==> src/rtl/axis_rr_pkg.sv <==
// Shared definitions for the AXI-Stream round-robin arbiter/distributor pair:
// packet-tracking FSM state type and pointer-width helper.
package axis_rr_pkg;

  // Packet-tracking state: IDLE between packets, PACKET while one is open.
  typedef enum logic [0:0] {
    ST_IDLE   = 1'b0,
    ST_PACKET = 1'b1
  } fsm_state_t;

  // Width of a channel index; never collapses below one bit.
  function automatic int unsigned ptr_width(input int unsigned n);
    int unsigned w;
    w = $clog2(n);
    if (w < 32'd1) begin
      return 32'd1;
    end else begin
      return w;
    end
  endfunction

endpackage

==> src/rtl/axis_rr_out_reg.sv <==
// Single-entry registered output stage with valid/ready handshaking.
// Sustains one beat per cycle: it reloads in the same cycle it drains.
module axis_rr_out_reg
  import axis_rr_pkg::*;
#(
  parameter int unsigned PAYLOAD_W = 8
) (
  input  logic                 clk_i,
  input  logic                 rst_n_i,
  input  logic                 s_valid,
  output logic                 s_ready,
  input  logic [PAYLOAD_W-1:0] s_payload,
  output logic                 m_valid,
  input  logic                 m_ready,
  output logic [PAYLOAD_W-1:0] m_payload
);

  logic                 valid_r;
  logic [PAYLOAD_W-1:0] payload_r;
  logic                 load_s;

  // Free slot when empty or when the held beat leaves this cycle.
  assign s_ready   = !valid_r || m_ready;
  assign load_s    = s_valid && s_ready;
  assign m_valid   = valid_r;
  assign m_payload = payload_r;

  // Valid flag: set on load, cleared on drain without a simultaneous reload.
  always_ff @(posedge clk_i or negedge rst_n_i) begin
    if (!rst_n_i) begin
      valid_r <= 1'b0;
    end else if (load_s) begin
      valid_r <= 1'b1;
    end else if (m_ready) begin
      valid_r <= 1'b0;
    end else begin
      valid_r <= valid_r;
    end
  end

  // Payload: captured on load only, so it stays stable while stalled.
  always_ff @(posedge clk_i or negedge rst_n_i) begin
    if (!rst_n_i) begin
      payload_r <= '0;
    end else if (load_s) begin
      payload_r <= s_payload;
    end else begin
      payload_r <= payload_r;
    end
  end

endmodule

==> src/rtl/axis_round_robin_distributor.sv <==
// 1-to-N AXI-Stream packet distributor. Whole packets are steered to the
// downstream channels in strict round-robin order; the channel pointer
// advances only after a tlast beat is accepted, so packets are never split.
module axis_round_robin_distributor
  import axis_rr_pkg::*;
#(
  parameter int unsigned CHANNEL_NUM = 8,
  parameter int unsigned DATA_WIDTH  = 32
) (
  input  logic                   clk_i,
  input  logic                   rst_n_i,
  input  logic [DATA_WIDTH-1:0]  s_tdata,
  input  logic                   s_tvalid,
  input  logic                   s_tlast,
  output logic                   s_tready,
  output logic [DATA_WIDTH-1:0]  m_tdata,
  output logic [CHANNEL_NUM-1:0] m_tvalid,
  output logic                   m_tlast,
  input  logic [CHANNEL_NUM-1:0] m_tready,
  output logic [CHANNEL_NUM-1:0] sel_o,
  output logic                   busy_o
);

  localparam int unsigned PTR_W     = ptr_width(CHANNEL_NUM);
  localparam int unsigned PAYLOAD_W = DATA_WIDTH + 1 + PTR_W;
  localparam logic [PTR_W-1:0] PTR_LAST = PTR_W'(CHANNEL_NUM - 1);
  localparam logic [PTR_W-1:0] PTR_ONE  = PTR_W'(1);

  logic [PTR_W-1:0]       ptr_r;
  fsm_state_t             state_r;
  fsm_state_t             state_nxt_s;
  logic                   reg_s_ready_s;
  logic                   reg_m_valid_s;
  logic                   sel_ready_s;
  logic                   accept_s;
  logic                   eop_accept_s;
  logic [PAYLOAD_W-1:0]   in_payload_s;
  logic [PAYLOAD_W-1:0]   out_payload_s;
  logic [PTR_W-1:0]       dest_s;
  logic [CHANNEL_NUM-1:0] dest_hot_s;
  logic [CHANNEL_NUM-1:0] sel_hot_s;

  // Upstream ready comes only from registered state and m_tready, and is
  // held low during reset.
  assign s_tready     = rst_n_i && reg_s_ready_s;
  assign accept_s     = s_tvalid && s_tready;
  assign eop_accept_s = accept_s && s_tlast;

  // Payload carries the destination captured from the pointer at accept time.
  assign in_payload_s = {s_tdata, s_tlast, ptr_r};
  assign m_tdata      = out_payload_s[PAYLOAD_W-1 -: DATA_WIDTH];
  assign m_tlast      = out_payload_s[PTR_W];
  assign dest_s       = out_payload_s[PTR_W-1:0];

  axis_rr_out_reg #(
    .PAYLOAD_W (PAYLOAD_W)
  ) u_out_reg (
    .clk_i     (clk_i),
    .rst_n_i   (rst_n_i),
    .s_valid   (s_tvalid),
    .s_ready   (reg_s_ready_s),
    .s_payload (in_payload_s),
    .m_valid   (reg_m_valid_s),
    .m_ready   (sel_ready_s),
    .m_payload (out_payload_s)
  );

  // One-hot decode of the held destination and of the round-robin pointer.
  always_comb begin
    dest_hot_s = '0;
    sel_hot_s  = '0;
    for (int i = 0; i < int'(CHANNEL_NUM); i++) begin
      dest_hot_s[i] = (dest_s == PTR_W'(i));
      sel_hot_s[i]  = (ptr_r == PTR_W'(i));
    end
  end

  // Only the ready of the channel that owns the held beat counts.
  assign sel_ready_s = |(dest_hot_s & m_tready);
  assign m_tvalid    = reg_m_valid_s ? dest_hot_s : '0;
  assign sel_o       = sel_hot_s;
  assign busy_o      = (state_r == ST_PACKET);

  // Round-robin pointer: one step per accepted tlast beat, wrapping at the end.
  always_ff @(posedge clk_i or negedge rst_n_i) begin
    if (!rst_n_i) begin
      ptr_r <= '0;
    end else if (eop_accept_s) begin
      if (ptr_r == PTR_LAST) begin
        ptr_r <= '0;
      end else begin
        ptr_r <= ptr_r + PTR_ONE;
      end
    end else begin
      ptr_r <= ptr_r;
    end
  end

  // Packet FSM next state: open on a non-last accept, close on a last accept.
  always_comb begin
    state_nxt_s = state_r;
    case (state_r)
      ST_IDLE: begin
        if (accept_s && !s_tlast) begin
          state_nxt_s = ST_PACKET;
        end else begin
          state_nxt_s = ST_IDLE;
        end
      end
      ST_PACKET: begin
        if (eop_accept_s) begin
          state_nxt_s = ST_IDLE;
        end else begin
          state_nxt_s = ST_PACKET;
        end
      end
      default: begin
        state_nxt_s = ST_IDLE;
      end
    endcase
  end

  // Packet FSM state register.
  always_ff @(posedge clk_i or negedge rst_n_i) begin
    if (!rst_n_i) begin
      state_r <= ST_IDLE;
    end else begin
      state_r <= state_nxt_s;
    end
  end

endmodule

==> config.mk <==
export PLATFORM = sky130hd
export DESIGN_NAME = axis_round_robin_distributor
export DESIGN_NICKNAME = d
export VERILOG_FILES = /design/src/rtl/axis_rr_pkg.sv /design/src/rtl/axis_rr_out_reg.sv /design/src/rtl/axis_round_robin_distributor.sv
export SDC_FILE = /design/constraint.sdc
export NUM_CORES = 1
export LEC_CHECK = 0
export CORE_UTILIZATION = 36
export CTS_CLUSTER_SIZE = 14
export DETAILED_ROUTE_END_ITERATION = 10
export PLACE_DENSITY = 0.76
export SLEW_MARGIN = 15
export SYNTH_ARGS = -nofsm -noshare
export SYNTH_HDL_FRONTEND = slang
export SYNTH_HIERARCHICAL = 1
export SYNTH_SLANG_ARGS = --single-unit
==> constraint.sdc <==
create_clock -name clk_i -period 1.9 [get_ports clk_i]
set_input_delay 0.285 -clock clk_i [delete_from_list [all_inputs] [get_ports clk_i]]
set_output_delay 0.285 -clock clk_i [all_outputs]
set_load 0.005 [all_outputs]
run_1/placement_by_type.png
Bar = 20 µm.
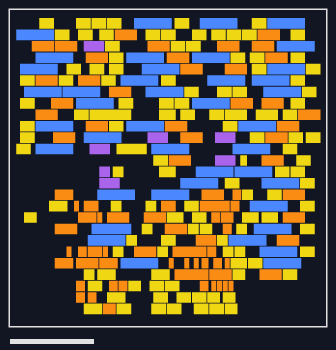
legend:
  flops:
    colour: blue
    cells: 41
  clock drivers and dummy loads:
    colour: purple
    cells: 7
  combinational and other logic:
    colour: orange
    cells: 79
  other buffers and delay cells:
    colour: yellow
    cells: 118
area of the placeable core: 5140 µm²
fraction of standard cell area that is sequential: 0.311

run_1/layer_met2.png
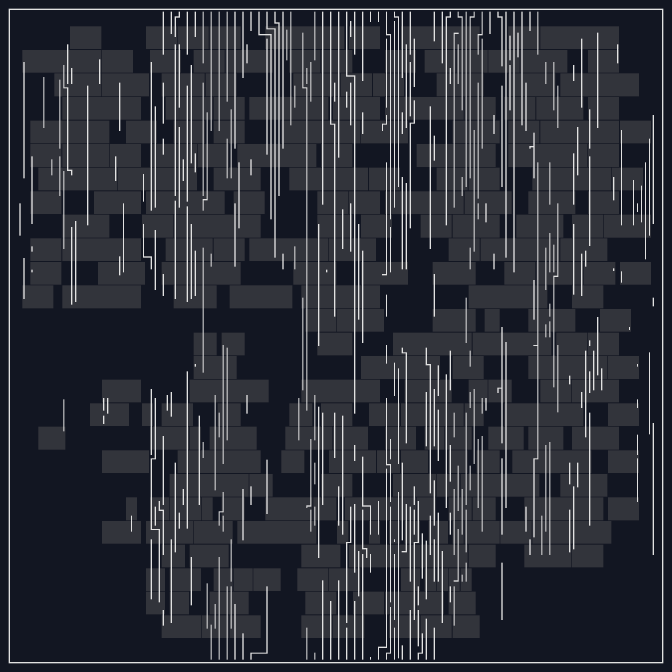
nets with wire on the layer: 271
main direction: vertical
longest straight run: 38.9 µm
share of all routed wire: 53%
M2 GR Usage: 0.268
WL final: 4740 µm
number of vias in the routed layout: 1407

run_1/placement.png
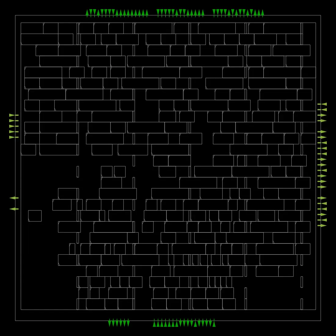
Cell Count, Final, Fillers Out: 315
fillcell total: 417
Seq Cell Count: 41
utilization after layout: 0.643

==> summary.txt, run 1 <==
Purpose: to document the outcome of synthesis and place and route.

Clock network
The clock insertion delay at the later pin of the skew report is 290 ps. The clock tree from TritonCTS is built. The count of clock tree sinks is 41. The number of clock buffers inserted by TritonCTS is 5. The post-CTS clock slew at the launch and capture registers of the worst setup and hold paths is 70 ps. The root buffer cell is sky130_fd_sc_hd__clkbuf_8. The clock tree synthesis step divided the H-tree into 2 levels.

Cells and area
The most frequent logic cell in the layout is sky130_fd_sc_hd__clkdlybuf4s50_1. The post-route cell area is 3300 µm². 76 cells are multi-input combinational gates. The combinational share of cell area is 0.272. For this run, the script counts the antenna cells in the layout as 0. The top cell types in the final layout, fill and taps aside, are sky130_fd_sc_hd__clkdlybuf4s50_1, sky130_fd_sc_hd__dfrtp_1, sky130_fd_sc_hd__mux2_4. After layout, the buffer instance count without clock buffers stands at 118. The number of clock buffers in the layout is 6. The ratio of cells with drive above 1 in the final layout is 0.335. The inverter count of the layout excluding clock inverters is 3.

Measured on the final layout, the clock distribution area share stands at 0.0273. From synthesis to final layout, the design area changed by 70.9%. In the final design database the tool counted 295 nets.

Yosys
The number of synthesized flops with an enable pin is 0. The share of the Yosys chip area taken by registers is 0.531. By area the synthesized netlist is led by sky130_fd_sc_hd__dfrtp_1, sky130_fd_sc_hd__mux2_4, sky130_fd_sc_hd__mux2_2. The area share of the largest cell type after synthesis is 0.531. The number of cells produced by synthesis is 124.

In this run, the synthesized area fraction spent on and/or/nand/nor cells is recorded as 0.0777. The distinct cell type count after synthesis is 18. The post-synthesis share of cell area spent on and-or and or-and gates is 0.00647. The most used flip-flop cell after synthesis is sky130_fd_sc_hd__dfrtp_1. By area, the combinational part of the netlist is dominated by multiplexers.

The yosys stat cell total is 124. Per the synthesis report, the dominant area consumer among library cells is sky130_fd_sc_hd__dfrtp_1. The cell area that synthesis handed to floorplanning was 1930 µm².

Sorting the synthesized cells by how often they occur yields sky130_fd_sc_hd__dfrtp_1, sky130_fd_sc_hd__mux2_4, sky130_fd_sc_hd__mux2_2, sky130_fd_sc_hd__nor2_1, sky130_fd_sc_hd__ha_1. According to the Yosys statistics, the synthesized design has a chip area of 1930 µm². The post-synthesis async set-or-reset flop share is 1.00.

Measured against the total synthesized area, the mux share comes to 0.317. Of the total synthesized cell area, the portion taken by XOR and XNOR cells is 0. The area share of fa/ha/maj cells after synthesis is 0.0388. The average footprint of a synthesized cell is 15.6 µm².

Setup path
The critical path class is flop to flop. The depth of the worst register-to-register path is 7. The setup slack on the worst flop-to-flop path is -250 ps. Data on the critical path is required at its endpoint by 2070 ps. The library cell contributing the largest single delay on the critical path is sky130_fd_sc_hd__mux4_2.

The cell family contributing the most delay on the critical path is multiplexers. The capture instance of the worst register-to-register path is u_out_reg/m_payload[6]. STA lists the maximum fanout along the critical path as 8. The endpoint class of the critical path is a flop. The startpoint identified for the worst register-to-register timing path is u_out_reg/m_payload[0].

The worst setup path is launched from a flop. The arrival time at the worst endpoint is 2320 ps. Per STA, the highest per-stage delay on the worst path measures 510 ps. The timing report notes that buffer and inverter cells on the critical path total 2.

Final timing
Counting pins that exceed their max-slew limit in the final report gives 0. The routed design could run at a clock period as short as 2150 ps. The setup clock skew after layout is 10.2 ps.

Setup repair after global routing could not meet its margin everywhere. The final hold violation count is 0. The smallest hold slack is 482 ps.

The number of endpoints failing setup at the final stage is 41. Setup slack on the critical path of the routed design comes to -254 ps. The final timing summary puts the cycle share of the worst path at 1.13.

Global routing
Global route summary, busiest routing layer listed as met2. The via count of the first global-routing pass is 1360. Routing resource usage on met1 recorded by global route was 0.214. In the global route stage, overall resource usage came out at 0.164. For this run the aggregate overflow at the end of global routing stands at 0. The first global-routing pass estimated 6800 µm of wire.

The initial antenna violation count came to 0. met3 track demand over resource after global routing is 0.0361. The pin count of the biggest net entering global routing is 33.

Floorplanning
The count of inserted tapcells is 70. For reference, the placement row count at floorplan is 26. The die height is 75.3 µm. From left edge to right edge, the die measures 75.3 µm. The I/O pin count is 95.

Route
Nets still carrying antenna violations after routing amount to 0. Summed over all nets, wire length on met3 after detailed routing comes to 206 µm. The first detailed-routing pass took 4 iterations.

The per-cell via count in the routed design is 4.47. The number of design rule violations left after detail routing is 0. The wire length per cell after detailed routing is 15.0 µm. The DRC marker count from the first detailed-route iteration is 69.

Placement
The weighted congestion at the end of routability-driven global placement is 0.703. The pre-CTS worst setup slack is -622 ps. The placed instance count is 297.

The number of I/O port buffers is 94. The detailed placer's ending HPWL is 3510 µm.

Job
The report counts max-capacitance violations totalling 0. The number of warnings reported in the stage logs is 33.

Power and ir drop
The highest ir drop seen on vdd is 0.000784 V. The static leakage is 0.00163 µW. The total power of the final layout is 5170 µW. The total power density per cell area is 1570 nW/µm².

Outcome
The final reports fail on negative setup slack. The flow ran to the end, but the final reports show violations.

Worst hold path
The path class of the tightest hold or removal check is input port to asynchronous set/reset pin.
run 1: cell families after synthesis:
logic type | count (synthesis)
compound gates | 2
fa+ha+maj | 6
buf+inv | 7
flops | 41
mux | 42
simple gates | 26
run 1: stage by stage:
stage,TNS [ps],utilization
after floorplan,-4090,-
after global placement,-15030,0.589
after detailed placement,-16420,0.589
after CTS,-9300,0.631
after global routing,-12330,0.643
final,-8990,0.643
run 1: where the power goes:
group | leakage (µW) | internal, µW | switching, µW
Combinational | 0.00111 | 2070 | 920
Clock | 0.0000433 | 287 | 287
Sequential | 0.000474 | 1320 | 291
Total | 0.00163 | 3670 | 1500
run 1: sequential cells by signal, summed over array words and instances, names as in the netlist, named ones only:
signal,flops
u_out_reg/m_valid,1
u_out_reg/m_payload,36
ptr_r,3
run 1: what timing repair did:
action / CTS / global route
endpoints found under the setup margin: 53 / 49
endpoints found under the hold margin: 9 / 0
hold buffers: 1 / 0
gates cloned: 1 / 0
gates resized: 34 / 8
setup buffers: 4 / 5
pin swaps: 1 / 1
run 1: tightest hold or removal path: stages:
cell,delay (ps)
sky130_fd_sc_hd__dlygate4sd3_1,520
sky130_fd_sc_hd__buf_2,120
sky130_fd_sc_hd__buf_4,190
run 1: how the worst max path moves through the flow:
stage	startpoint	to	slack (ps)	depth (start not counted)
after floorplan	u_out_reg/m_payload[0]	u_out_reg/m_payload[10]	-130	7
after global placement	m_tready[7]	s_tready	-580	6
after detailed placement	m_tready[7]	s_tready	-620	6
after CTS	u_out_reg/m_payload[0]	s_tready	-270	5
after global routing	u_out_reg/m_payload[0]	s_tready	-340	5
final	u_out_reg/m_payload[0]	u_out_reg/m_payload[6]	-250	7
## Run 2: what changed since run 1
GPL_TIMING_DRIVEN = 0   (was unset)
MAX_ROUTING_LAYER = met4   (was unset)
run_2/layer_met2.png
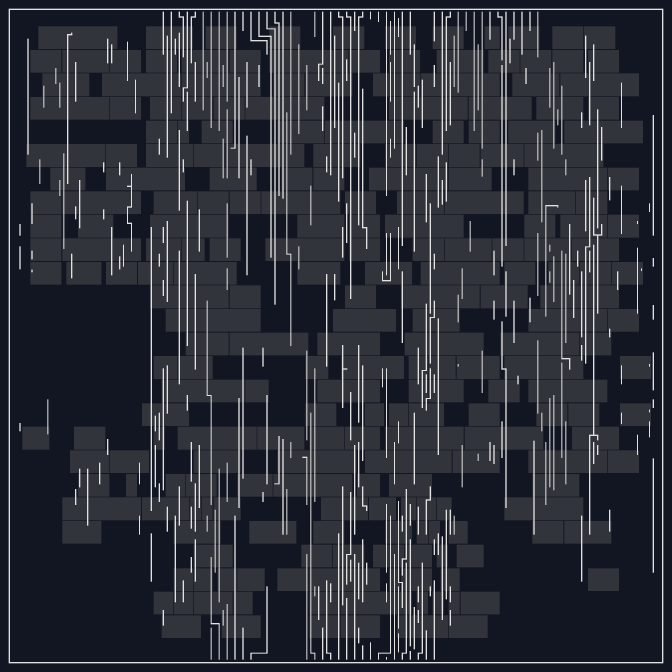
share of all routed wire: 52%
longest straight run: 32.6 µm
wire length on this layer: 2330 µm
WL final: 4490 µm
M2 GR Usage: 0.245
number of vias in the routed layout: 1397

==> run 2 against run 1 <==
The run still ends with negative setup slack left. Design area is 1.1% higher. Final cell count is 1.3% lower. Non-clock buffer count is 6 lower. Critical path depth is 1 lower. Sequential power hardly changed. Largest cell class unchanged.
==> summary.txt, run 2 <==
Purpose: to document the outcome of synthesis and place and route.

Cells and area
The final layout report lists a filler cell count of 409. The share of final layout cell area taken by clock buffers and inverters is 0.0348. The layout-stage area growth over the synthesis result is 72.8%. Ranking logic cells in the layout by count gives the top entries sky130_fd_sc_hd__clkdlybuf4s50_1, sky130_fd_sc_hd__dfrtp_1, sky130_fd_sc_hd__mux2_4. The final antenna diode count is 0. Summing all multi-input logic gate instances after layout gives 890 µm². The sequential cells in the finished layout cover a total of 1030 µm². Registers represent a cell area share of 0.307.

The portion of the layout cell area used by non-clock buffers is 0.362. Per the layout report, the design carries 7 clock buffers. The layout summary lists the proportion of cells stronger than drive strength 1 as 0.311. In the final design database the tool counted 290 nets. The register with the most flip-flops in the layout has 36 of them. The combinational share of cell area is 0.266. The final sequential cell count is 41. At the end of the flow the core is filled with cells to 0.650. The count of plain and timing-repair buffers in the layout is 112. 77 cells are multi-input combinational gates. The post-route cell area is 3340 µm². Per the layout report, the design carries 3 non-clock inverters. The biggest slice of the area belongs to buffers. The most frequent logic cell in the layout is sky130_fd_sc_hd__clkdlybuf4s50_1.

Yosys
The post-synth register bit count is 41. The area reported by Yosys stat is 1930 µm². By area the synthesized netlist is led by sky130_fd_sc_hd__dfrtp_1, sky130_fd_sc_hd__mux2_4, sky130_fd_sc_hd__mux2_2.

The biggest area contributor in the post-synthesis netlist is sky130_fd_sc_hd__dfrtp_1. Synthesis produced 124 cells. The synthesized netlist occupies a cell area of 1930 µm².

The gate-level netlist out of Yosys references 18 unique cell types. Yosys stat counts 124 cells in the synthesized netlist. For this run the top cell type by instance count after synthesis was sky130_fd_sc_hd__dfrtp_1. The part of the Yosys area used for sequential elements is 0.531. The post-synthesis async set-or-reset flop share is 1.00. The number of synthesized flops with an enable pin is 0. The Yosys warning count is 6.

For reference, the post-synthesis area per instance comes to 15.6 µm². The synthesis run shows the most used standard cells to be sky130_fd_sc_hd__dfrtp_1, sky130_fd_sc_hd__mux2_4, sky130_fd_sc_hd__mux2_2, sky130_fd_sc_hd__nor2_1, sky130_fd_sc_hd__ha_1. Of the post-synthesis cell area, the dominant cell type holds 0.531. The post-synth net total is 174. The most used flip-flop cell after synthesis is sky130_fd_sc_hd__dfrtp_1.

Final timing
The total negative setup slack is -11440 ps. Looking at the max-slew report, the worst-margin pin has a slew of 517 ps. The number of endpoints failing setup at the final stage is 40.

The final hold violation count is 0. The time the worst path needs with I/O delays and setup is 2220 ps. Setup repair after global routing could not meet its margin everywhere.

Across all checked pins, the minimum headroom to the slew limit is 0.654. Once routing completed, OpenROAD measured the worst setup slack at -318 ps. The highest achievable clock rate is 451 MHz. Max-slew check failures listed in the final report amount to 0. Of the available clock period, the critical path in the final layout requires 1.17.

Floorplanning
The die area is 5670 µm². For reference, the placement row count at floorplan is 26. The width of the chip is 75.3 µm. According to the I/O placement log, the pin count is 95. The count of inserted tapcells is 70. Per the OpenROAD floorplan log, the height of the die is 75.3 µm. The floorplan core area is 5140 µm². The initial core utilization is 0.376.

Route
The routed design uses 2330 µm of met2 wire. The highest metal layer with signal wires is met4. In the final routing, the length of wire on met1 measures 1940 µm. The met3 wire length is 172 µm. For this run, the detailed router reports a per-instance via density of 4.49.

The tally of nets with antenna violations remaining after routing is 0. The wire length per cell after detailed routing is 14.4 µm. The number of design rule violations left after detail routing is 0. The DRC marker count from the first detailed-route iteration is 59. The first-pass iteration count of the detailed router is 4.

Clock network
For this design, the sink count on the clock tree is 41. The total number of H-tree levels is 2. The root buffer cell is sky130_fd_sc_hd__clkbuf_8. The later pin in the worst-skew pair is clocked with a latency of 280 ps. The clock passes through at most 2 buffers.

On the reported timing paths, the clock transition at the registers reads 70 ps. The number of clock buffers inserted by TritonCTS is 5. The clock tree from TritonCTS is built.

Setup path
The critical path maximum fanout is 3. The required time at the worst endpoint is listed as 1620 ps. STA classifies the critical path endpoint as an output pin. The critical path class is flop to output pin. The worst register-to-register path has a depth of 8. The setup slack on the worst flop-to-flop path is -310 ps.

The critical path startpoint category is a flop. Data on the critical path arrives at its endpoint at 1930 ps.

Job
The number of logged tool warnings is 33. The number of maximum-capacitance violations recorded for the run is 0.

Global routing
The via count of the first global-routing pass is 1273. Recorded from the global router log, the overflow total was 0. The global router reports that the layer with the highest usage is met2. The initial antenna violation count is 0. The routing usage on met3 is 0.0361. On met1, the global router reports a usage of 0.190. The first global-routing pass estimated 6200 µm of wire. The total global-route track usage is 0.153. Entering global routing, the biggest net connects 33 pins.

Outcome
The checks that failed: negative setup slack. The run finished, with violations left.

Power and ir drop
Across the VDD grid, the largest voltage drop is 0.000757 V. In this run the power density over the cells is 1560 nW/µm². The static leakage is 0.00166 µW. The total power of the final layout is 5220 µW.

Placement
The number of I/O port buffers is 94. Prior to clock tree synthesis, the placed netlist has a worst setup slack of -618 ps. The detailed placer's ending HPWL is 3300 µm. The placement-stage cell area is 2990 µm². The weighted congestion at the end of routability-driven global placement is 0.703.

Worst hold path
The min-delay analysis places its worst path in the category input port to asynchronous set/reset pin.
run_2/clk_routes.png
Bar = 20 µm.
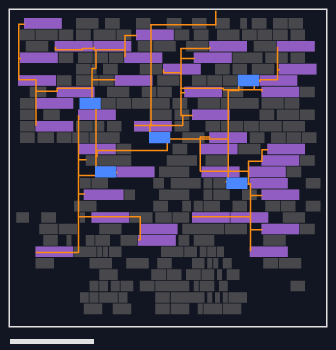
legend:
  clock drivers:
    colour: blue
    count: 5
  clock wires:
    colour: orange
    length: 452 µm
  flip-flops:
    colour: purple
    count: 41
routed clock nets: 6
Clock Skews: 6.23 ps
power share of the clock group: 0.135

## run 2: cell counts after synthesis
Identical to the previous run, type by type.
## run 2: cell families (layout without fill, tap and decap cells)
group | Yosys count | after routing | synth area share
buffers and inverters | 7 | 123 | 0.0291
adders and majority gates | 6 | 6 | 0.0388
muxes | 42 | 42 | 0.317
and+or+nand+nor | 26 | 27 | 0.0777
DFF | 41 | 41 | 0.531
AOI/OAI and AO/OA | 2 | 2 | 0.00647
## run 2: worst max-delay path, stage by stage, from the launching register on
cell and delay [ps]:
sky130_fd_sc_hd__dfrtp_1 360, sky130_fd_sc_hd__buf_6 120, sky130_fd_sc_hd__mux4_2 500, sky130_fd_sc_hd__mux2_4 280, sky130_fd_sc_hd__nand2b_4 140, sky130_fd_sc_hd__and2_4 140
sky130_fd_sc_hd__buf_6 110
## run 2: power breakdown
group          switching, µW  internal (µW)  total (µW)
clock network            274            428         702
registers                301           1320        1620
logic                    885           2010        2890
## run 2: timing repair
action                                  CTS  global route
endpoints found under the setup margin   48            49
gates resized                            18            18
setup buffers                             8             0
cloned                                    1             3
hold buffers                              2             0
hold endpoints to repair                 12             0
## run 2: stage by stage
step / cells / hold WS [ps]
after floorplan: 124 / -10.6
after global placement: 288 / 489
after detailed placement: 289 / 192
after CTS: 308 / 494
after global routing: 311 / 523
final: 311 / 495
## run 2: worst paths after layout
path                                          from                      end
min in group clk_i         u_out_reg/m_payload[33]  u_out_reg/m_payload[33]
max in group asynchronous                  rst_n_i   u_out_reg/m_payload[4]
setup reg to reg            u_out_reg/m_payload[0]  u_out_reg/m_payload[15]
hold reg to reg            u_out_reg/m_payload[33]  u_out_reg/m_payload[33]
hold / removal                             rst_n_i  u_out_reg/m_payload[11]
setup / recovery            u_out_reg/m_payload[0]                 s_tready
Power and IR drop assume default switching activity.
